Fig. 1: run 1, the clock network
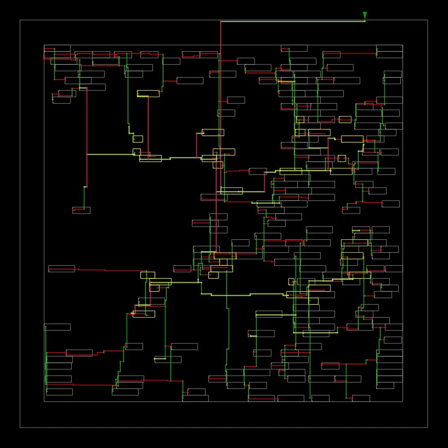
Fig. 2: run 1, clock distribution
(1.5 px per um)
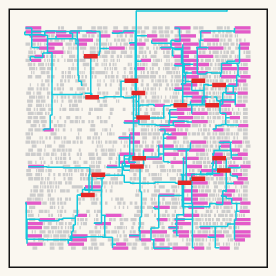
Fig. 3: run 1, signal wires by layer
(3 px per um)
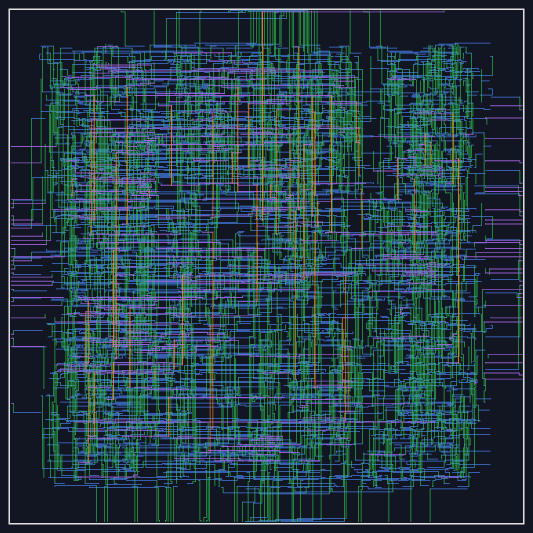
File: src/rtl/alu_pkg.sv
// Shared encodings for the ALU control decoder and the execute-stage ALU.
// Operation codes, handshake FSM states and multiply/divide selector.
package alu_pkg;

  localparam logic [3:0] ALU_AND  = 4'b0000;
  localparam logic [3:0] ALU_OR   = 4'b0001;
  localparam logic [3:0] ALU_ADD  = 4'b0010;
  localparam logic [3:0] ALU_SUB  = 4'b0110;
  localparam logic [3:0] ALU_SLT  = 4'b0111;
  localparam logic [3:0] ALU_MULU = 4'b1000;
  localparam logic [3:0] ALU_DIVU = 4'b1001;

  // ALUop from the main decoder into the ALU-control decoder
  localparam logic [1:0] ALUOP_MEM    = 2'b00;
  localparam logic [1:0] ALUOP_BRANCH = 2'b01;
  localparam logic [1:0] ALUOP_RTYPE  = 2'b10;
  localparam logic [1:0] ALUOP_ITYPE  = 2'b11;

  typedef enum logic [1:0] {
    ST_IDLE = 2'b00,
    ST_BUSY = 2'b01,
    ST_DONE = 2'b10
  } state_t;

  typedef enum logic {
    MD_MUL = 1'b0,
    MD_DIV = 1'b1
  } md_op_t;

endpackage

File: src/rtl/alu_iter_muldiv.sv
// Iterative unsigned multiply (shift-add) and restoring divide, one step per cycle.
// Divider datapath present only when ALU_EXEC_DIV_EN is defined.
module alu_iter_muldiv
  import alu_pkg::*;
#(
  parameter int WIDTH = 32,
  parameter int CNT_W = 6
) (
  input  logic             clk,
  input  logic             rst,
  input  logic             start,
  input  md_op_t           op,
  input  logic [WIDTH-1:0] a,
  input  logic [WIDTH-1:0] b,
  output logic             done,
  output logic [WIDTH-1:0] lo,
  output logic [WIDTH-1:0] hi
);

  logic             busy;
  logic [CNT_W-1:0] cnt;
  logic [WIDTH-1:0] acc_hi;
  logic [WIDTH-1:0] acc_lo;
  logic [WIDTH-1:0] operand_b;
  logic [WIDTH:0]   mul_sum;
  logic [WIDTH-1:0] hi_next;
  logic [WIDTH-1:0] lo_next;
  logic             go;

`ifdef ALU_EXEC_DIV_EN
  md_op_t           op_q;
  logic [WIDTH:0]   div_shift;
  logic [WIDTH-1:0] div_trial;

  assign go = start;
`else
  assign go = start && (op == MD_MUL);
`endif

  // acc_hi:acc_lo is the product register (mul) or remainder:quotient (div)
  always_comb begin
    mul_sum = {1'b0, acc_hi} + (acc_lo[0] ? {1'b0, operand_b} : {(WIDTH+1){1'b0}});
    hi_next = mul_sum[WIDTH:1];
    lo_next = {mul_sum[0], acc_lo[WIDTH-1:1]};
`ifdef ALU_EXEC_DIV_EN
    div_shift = {acc_hi, acc_lo[WIDTH-1]};
    div_trial = div_shift[WIDTH-1:0] - operand_b;
    if (op_q == MD_DIV) begin
      if (div_shift >= {1'b0, operand_b}) begin
        hi_next = div_trial;
        lo_next = {acc_lo[WIDTH-2:0], 1'b1};
      end else begin
        hi_next = div_shift[WIDTH-1:0];
        lo_next = {acc_lo[WIDTH-2:0], 1'b0};
      end
    end
`endif
  end

  always_ff @(posedge clk) begin
    if (rst) begin
      busy <= 1'b0;
      cnt  <= '0;
    end else if (go) begin
      busy      <= 1'b1;
      cnt       <= '0;
      acc_hi    <= '0;
      acc_lo    <= a;
      operand_b <= b;
`ifdef ALU_EXEC_DIV_EN
      op_q      <= op;
`endif
    end else if (busy) begin
      acc_hi <= hi_next;
      acc_lo <= lo_next;
      cnt    <= cnt + CNT_W'(1);
      if (done) busy <= 1'b0;
    end
  end

  // lo/hi carry the value being written by the final step, valid while done is high
  assign done = busy && (cnt == CNT_W'(WIDTH - 1));
  assign lo   = lo_next;
  assign hi   = hi_next;

endmodule

File: src/rtl/alu_exec_unit.sv
// Execute-stage ALU: single-cycle logic/arith plus iterative MULU/DIVU behind valid/ready.
// Define ALU_EXEC_DIV_EN to build the divider; otherwise code 1001 reports illegal.
//
// state   | meaning
// ST_IDLE | ready for a request
// ST_BUSY | multiply/divide iterating
// ST_DONE | result presented, waiting for out_ready
module alu_exec_unit
  import alu_pkg::*;
#(
  parameter int WIDTH = 32,
  parameter int CNT_W = 6
) (
  input  logic             clk,
  input  logic             rst,
  input  logic             in_valid,
  output logic             in_ready,
  input  logic [3:0]       alu_ctrl,
  input  logic [WIDTH-1:0] a,
  input  logic [WIDTH-1:0] b,
  output logic             out_valid,
  input  logic             out_ready,
  output logic [WIDTH-1:0] result,
  output logic [WIDTH-1:0] result_hi,
  output logic             zero,
  output logic             illegal
);

  state_t           state;
  state_t           next_state;
  logic             accept;
  logic             is_md;
  logic             legal;
  logic             md_start;
  logic             md_done;
  md_op_t           md_op;
  logic [WIDTH-1:0] simple_res;
  logic [WIDTH-1:0] md_lo;
  logic [WIDTH-1:0] md_hi;

  always_ff @(posedge clk) begin
    if (rst) state <= ST_IDLE;
    else     state <= next_state;
  end

  always_comb begin
    in_ready   = (state == ST_IDLE);
    out_valid  = (state == ST_DONE);
    accept     = in_valid && in_ready;
    simple_res = '0;
    legal      = 1'b1;
    is_md      = 1'b0;
    md_op      = MD_MUL;
    case (alu_ctrl)
      ALU_AND:  simple_res = a & b;
      ALU_OR:   simple_res = a | b;
      ALU_ADD:  simple_res = a + b;
      ALU_SUB:  simple_res = a - b;
      ALU_SLT:  simple_res = {{(WIDTH-1){1'b0}}, ($signed(a) < $signed(b))};
      ALU_MULU: is_md = 1'b1;
`ifdef ALU_EXEC_DIV_EN
      ALU_DIVU: begin
        is_md = 1'b1;
        md_op = MD_DIV;
      end
`endif
      default:  legal = 1'b0;
    endcase
    md_start   = accept && is_md;
    next_state = state;
    case (state)
      ST_IDLE: if (accept)    next_state = is_md ? ST_BUSY : ST_DONE;
      ST_BUSY: if (md_done)   next_state = ST_DONE;
      ST_DONE: if (out_ready) next_state = ST_IDLE;
      default:                next_state = ST_IDLE;
    endcase
  end

  // Illegal codes leave simple_res at zero, so zero=1 falls out naturally
  always_ff @(posedge clk) begin
    if (rst) begin
      result    <= '0;
      result_hi <= '0;
      zero      <= 1'b0;
      illegal   <= 1'b0;
    end else if (accept && !is_md) begin
      result    <= simple_res;
      result_hi <= '0;
      zero      <= (simple_res == '0);
      illegal   <= !legal;
    end else if ((state == ST_BUSY) && md_done) begin
      result    <= md_lo;
      result_hi <= md_hi;
      zero      <= (md_lo == '0);
      illegal   <= 1'b0;
    end
  end

  alu_iter_muldiv #(
    .WIDTH (WIDTH),
    .CNT_W (CNT_W)
  ) u_muldiv (
    .clk   (clk),
    .rst   (rst),
    .start (md_start),
    .op    (md_op),
    .a     (a),
    .b     (b),
    .done  (md_done),
    .lo    (md_lo),
    .hi    (md_hi)
  );

endmodule

File: config.mk
export PLATFORM = sky130hd
export DESIGN_NAME = alu_exec_unit
export DESIGN_NICKNAME = d
export VERILOG_FILES = /design/src/rtl/alu_pkg.sv /design/src/rtl/alu_iter_muldiv.sv /design/src/rtl/alu_exec_unit.sv
export SDC_FILE = /design/constraint.sdc
export NUM_CORES = 1
export LEC_CHECK = 0
export CORE_MARGIN = 10
export CORE_UTILIZATION = 58
export DETAILED_ROUTE_END_ITERATION = 10
export PLACE_DENSITY = 0.83
export SYNTH_ARGS = -nofsm -noshare
export SYNTH_HDL_FRONTEND = slang
export SYNTH_SLANG_ARGS = --single-unit
File: constraint.sdc
create_clock -name clk -period 7.1 [get_ports clk]
set_input_delay 2.13 -clock clk [delete_from_list [all_inputs] [get_ports clk]]
set_output_delay 2.13 -clock clk [all_outputs]
set_load 0.1 [all_outputs]
==> metrics.yaml, run 1 <==
status:
  status: "complete, no violations"
placement:
  post-place-cells: 1941
  gp_congestion: 1.006
  dp_hpwl_um: 34380
  dp_slack_ps: 616.9
yosys:
  most_common_cell: "nor2_1"
  yosysCellCount: 1573
  synth_area_leader_cell: "edfxtp_1"
  yosys.stat.seqShare_pct: 33.16
  synth_area_sq_mm: 0.01322
  synth.distinct_cells: 93
  top_area_share_pct: 21.81
  synthCells: 1573
  ys_async_sr_fraction_pct: 0
  top_cells_by_area: "edfxtp_1, ha_1, dfxtp_1, a21oi_1, nor2_1"
  yosys-top-cells-count: "nor2_1, a21oi_1, ha_1, nand2_1, inv_1"
  fp_nets: 1780
  yosys_area_sq_mm: 0.01322
  syn_avg_cell_area_sq_um: 8.404
global_routing:
  antenna_found_initial: 2
  top_usage_layer: "met2"
  grt_pass1_wl_um: 70650
  track_usage_pct: 31.07
  grt_use_met1_pct: 42.11
  grt_pass1_vias: 12290
  gr-usage-met2_pct: 48.66
power_and_ir_drop:
  p_int_mw: 1.800
  p_switching_mw: 0.9413
  largestPowerGroup: "registers"
  power_density_mw_per_mm2: 177.7
  clkPwrFrac_pct: 36.8
  seqPwrFrac_pct: 38.9
  p_comb_mw: 0.665
  power_frac_comb_pct: 24.3
final_timing:
  hold_violations: 0
  worstMarginPinSlew_ps: 1124
  setup_ws_ps: 993.0
  setup_viol: 0
  fin_crit_sh_pct: 86.01
  max_freq_mhz: 163.7
final_layout:
  finish.utilization_pct: 68.53
  layout-drive-gt1-share_pct: 5.983
  n_all_buffers: 159
  comb_area_sq_mm: 0.008044
  fin_cells: 1973
  n_antenna_cell: 0
  seq_share_pct: 28.43
  fill_cells: 1872
  clk_share_pct: 3.959
setup_path:
  worst_ep_arrival_time_ps: 6460
  rrSetupSlack_ps: 2650
  cp.depth: 16
  reg2reg_to: "result_hi[29]$_SDFFE_PP0P_"
  cp-end-kind: "flop"
  crit_required_ps: 7460
  start_kind: "primary input"
  crit_fanout: 5
drt:
  drt_pass1_iterations: 5
  maxUsedRoutingLayer: "met4"
  dr_wl_met3_um: 4458
  routed-wl-met2_um: 20600
  drc: 0
  postRouteAntennaNets: 0
  met1Wirelength_um: 19590
floorplan:
  coreArea_sq_mm: 0.02250
  io_pins: 140
  die_h_um: 171.0
  nWellTaps: 285
hold_path:
  hold_class: "reg -> reg"
  holdPathStages: 2
clock_network:
  htreeDepth: 4
  clk_latency_ps: 450
  post_cts_resized: 0
  cts_tree: "yes"
About Fig. 1:
clock sink total: 171
Flops: 171
TritonCTS Buffers: 17
Clock Power: 1.01 mW
Clock Skews: 21.28 ps

About Fig. 2:
- magenta: flip-flops (count 171)
- cyan: clock wires (length 2,580 um)
- red: clock drivers (count 17)
- flops lie: all over the die

About Fig. 3:
- orange: metal 4 (wire length 1,460 um)
- blue: metal 1 (wire length 19,600 um)
- purple: metal 3 (wire length 4,460 um)
- green: metal 2 (wire length 20.6 mm)

run 1: registers in the layout, summed over array words and instances (netlist names):
register,count
illegal,1
result,32
result_hi,32
state,2
u_muldiv.acc_hi,32
u_muldiv.acc_lo,32
u_muldiv.busy,1
u_muldiv.cnt,6
u_muldiv.operand_b,32
zero,1
run 1: cell families after synthesis:
kind of cell / share of synthesized area, %
simple gates: 18.91
buf+inv: 6.265
flops: 33.16
fa+ha+maj: 12.95
xor+xnor: 3.379
compound gates: 22.66
mux: 2.678
run 1: worst reg2reg max path, delay by kind of cell (launching register included):
kind / cells / cell delay (ps)
AOI/OAI and AO/OA: 8 / 1810
adders and majority gates: 2 / 430
and+or+nand+nor: 4 / 1120
xor gates and xnor gates: 1 / 200
buffers and inverters: 1 / 80
DFF: 1 / 720
Fig. 4: run 1, gate-type map
(1.5 px per um)
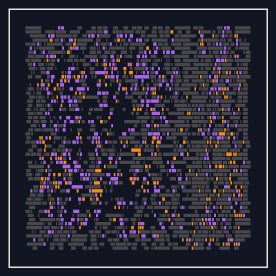

==> run 2, diff against run 1 <==
Settings changed: MAX_ROUTING_LAYER set to met4.
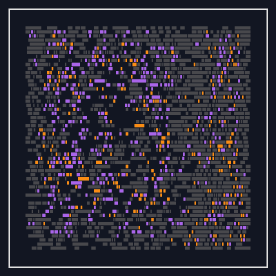
Fig. 5. Gate-type map (run 2).
(1.5 px per um)
- purple: aoi and oai cells (cells 384; most used a21oi_1; where all over the die)
- orange: nor cells (cells 243; most used nor2_1; where all over the die)

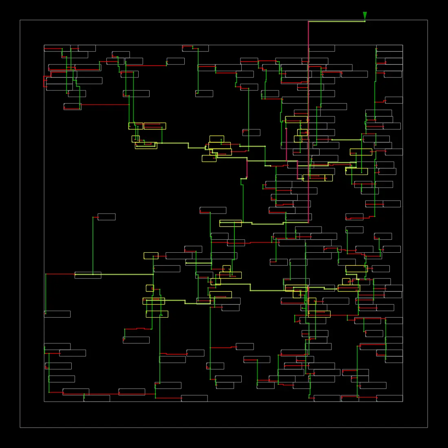
Fig. 6. The clock network (run 2).
layout clock buffer count: 17
Clock Skews: 15.32 ps
Clock Power: 0.950 mW
Latency at later pin: 450 ps

==> run 2 against run 1 <==
Effect of this change:
- count of clock-buffer cells in the layout fell by 1
- critical path depth did not move
- final area fell by 0.18%
- fmax rose by 2.0%
- sequential cell count did not move
- hold slack improved by 20 ps
- sequential power barely moved
- first-iteration DRC count fell by 5.9%
==> metrics.yaml, run 2 <==
placement:
  gp_congestion: 1.006
  dp_slack_ps: 720.4
  port_buffers: 139
  post-place-cells: 1941
  dp_hpwl_um: 35040
global_routing:
  grt_pass1_vias: 12160
  antenna_found_initial: 2
  grt_overflow: 0
  grt_pass1_wl_um: 70150
  track_usage_pct: 31.71
final_layout:
  flops: 171
  comb_area_sq_mm: 0.008044
  seq_share_pct: 28.48
  clk_share_pct: 3.787
  largest_cell_class: "logic gates"
  seq_area_sq_mm: 0.004384
  num-multi-input-gates: 1194
  n_antenna_cell: 0
  fin_cells: 1972
  finish.utilization_pct: 68.41
  layout-drive-gt1-share_pct: 5.928
  fill_cells: 1840
  n_all_buffers: 159
  fin_nets: 1882
  final_cell_mix: "nor2_1, a21oi_1, clkdlybuf4s50_1"
yosys:
  synthCells: 1573
  synth_area_leader_cell: "edfxtp_1"
  synthFlopType: "edfxtp_1"
  synth.distinct_cells: 93
  topCombFamilyByArea: "AND-OR/OR-AND gates"
  yosys_area_sq_mm: 0.01322
  fp_nets: 1780
  ys_sh_simple_pct: 18.91
  synth.area.mux_share_pct: 2.678
  most_common_cell: "nor2_1"
  ys_async_sr_fraction_pct: 0
  yosys.stat.seqShare_pct: 33.16
  synth-adder-area-share_pct: 12.95
  synth_area_sq_mm: 0.01322
  top_cells_by_area: "edfxtp_1, ha_1, dfxtp_1, a21oi_1, nor2_1"
  syn_avg_cell_area_sq_um: 8.404
  yosysCellCount: 1573
  top_area_share_pct: 21.81
  compound_area_share_pct: 22.66
  yosys-top-cells-count: "nor2_1, a21oi_1, ha_1, nand2_1, inv_1"
  synth-xor-area-share_pct: 3.379
drt:
  routed-wl-met2_um: 20640
  totalWireLength_um: 46010
  drc: 0
  wl_per_cell_um: 23.33
  drt_pass1_iterations: 6
  drtIter0Drc: 1565
  postRouteAntennaNets: 0
  maxUsedRoutingLayer: "met4"
  dr_wl_met3_um: 4724
  met1Wirelength_um: 19630
power_and_ir_drop:
  largestPowerGroup: "registers"
  p_switching_mw: 0.9298
  finalPower_mw: 2.682
  p_comb_mw: 0.665
  seq-power_mw: 1.07
  seqPwrFrac_pct: 39.8
  p_sw_share_pct: 34.66
  clkPwrFrac_pct: 35.4
  power_frac_comb_pct: 24.8
  power_density_mw_per_mm2: 174.2
  p_int_mw: 1.753
hold_path:
  hold_class: "reg -> reg"
clock_network:
  cts_setup_buffers: 0
  clk_path_buf_depth: 2
  ctsHoldBuffers: 0
  clockRootBuffer: "clkbuf_16"
  htreeDepth: 4
  cts_buffers: 17
  clkTransAtPathRegs_ps: 80
  cts_sinks: 171
  post_cts_resized: 0
  cts_tree: "yes"
floorplan:
  fp_util_pct: 58.75
  rows: 55
  io_pins: 140
  die_w_um: 171.0
  die_h_um: 171.0
  coreArea_sq_mm: 0.02250
  chip_area_sq_mm: 0.02923
  nWellTaps: 285
final_timing:
  worstMarginPinSlew_ps: 1183
  slew_headroom_pct: 21.15
  fin_crit_sh_pct: 84.36
  max_freq_mhz: 166.9
  setup_ws_ps: 1110
  fin_crit_ps: 5990
  setup_tns_ps: 0
  hold_violations: 0
  setup_viol: 0
  hold_ws_ps: 477.8
status:
  status: "complete, no violations"
setup_path:
  start_kind: "primary input"
  crit_fanout: 5
  critical-path-max-stage-delay_ps: 550
  path_delay_family: "AND-OR/OR-AND gates"
  cp-end-kind: "flop"
  critPathKind: "in -> reg"
  worst_ep_arrival_time_ps: 6330
  critical_path.slowest_cell: "a2111oi_0"
  crit_required_ps: 7440
job:
  warning_count: 93
run 2: cell counts after synthesis:
Identical to the previous run, type by type.
run 2: final timing paths:
check	from	end	slack, ps	cells past startpoint
setup / recovery	a[0]	zero$_SDFFE_PP0P_	1110	16
hold / removal	result_hi[26]$_SDFFE_PP0P_	result_hi[26]$_SDFFE_PP0P_	480	2
setup reg to reg	u_muldiv.acc_lo[0]$_DFFE_PP_	result_hi[29]$_SDFFE_PP0P_	2680	14
hold reg to reg	result_hi[26]$_SDFFE_PP0P_	result_hi[26]$_SDFFE_PP0P_	480	2
run 2: layer usage:
metal | vias up | global-route usage, %
met4 | 0 | 8.696
li1 | 5830 | -
met5 | - | -
met1 | 6005 | 42.13
met3 | 67 | 5.783
met2 | 716 | 48.75
Power is estimated from default activity; no workload was simulated.
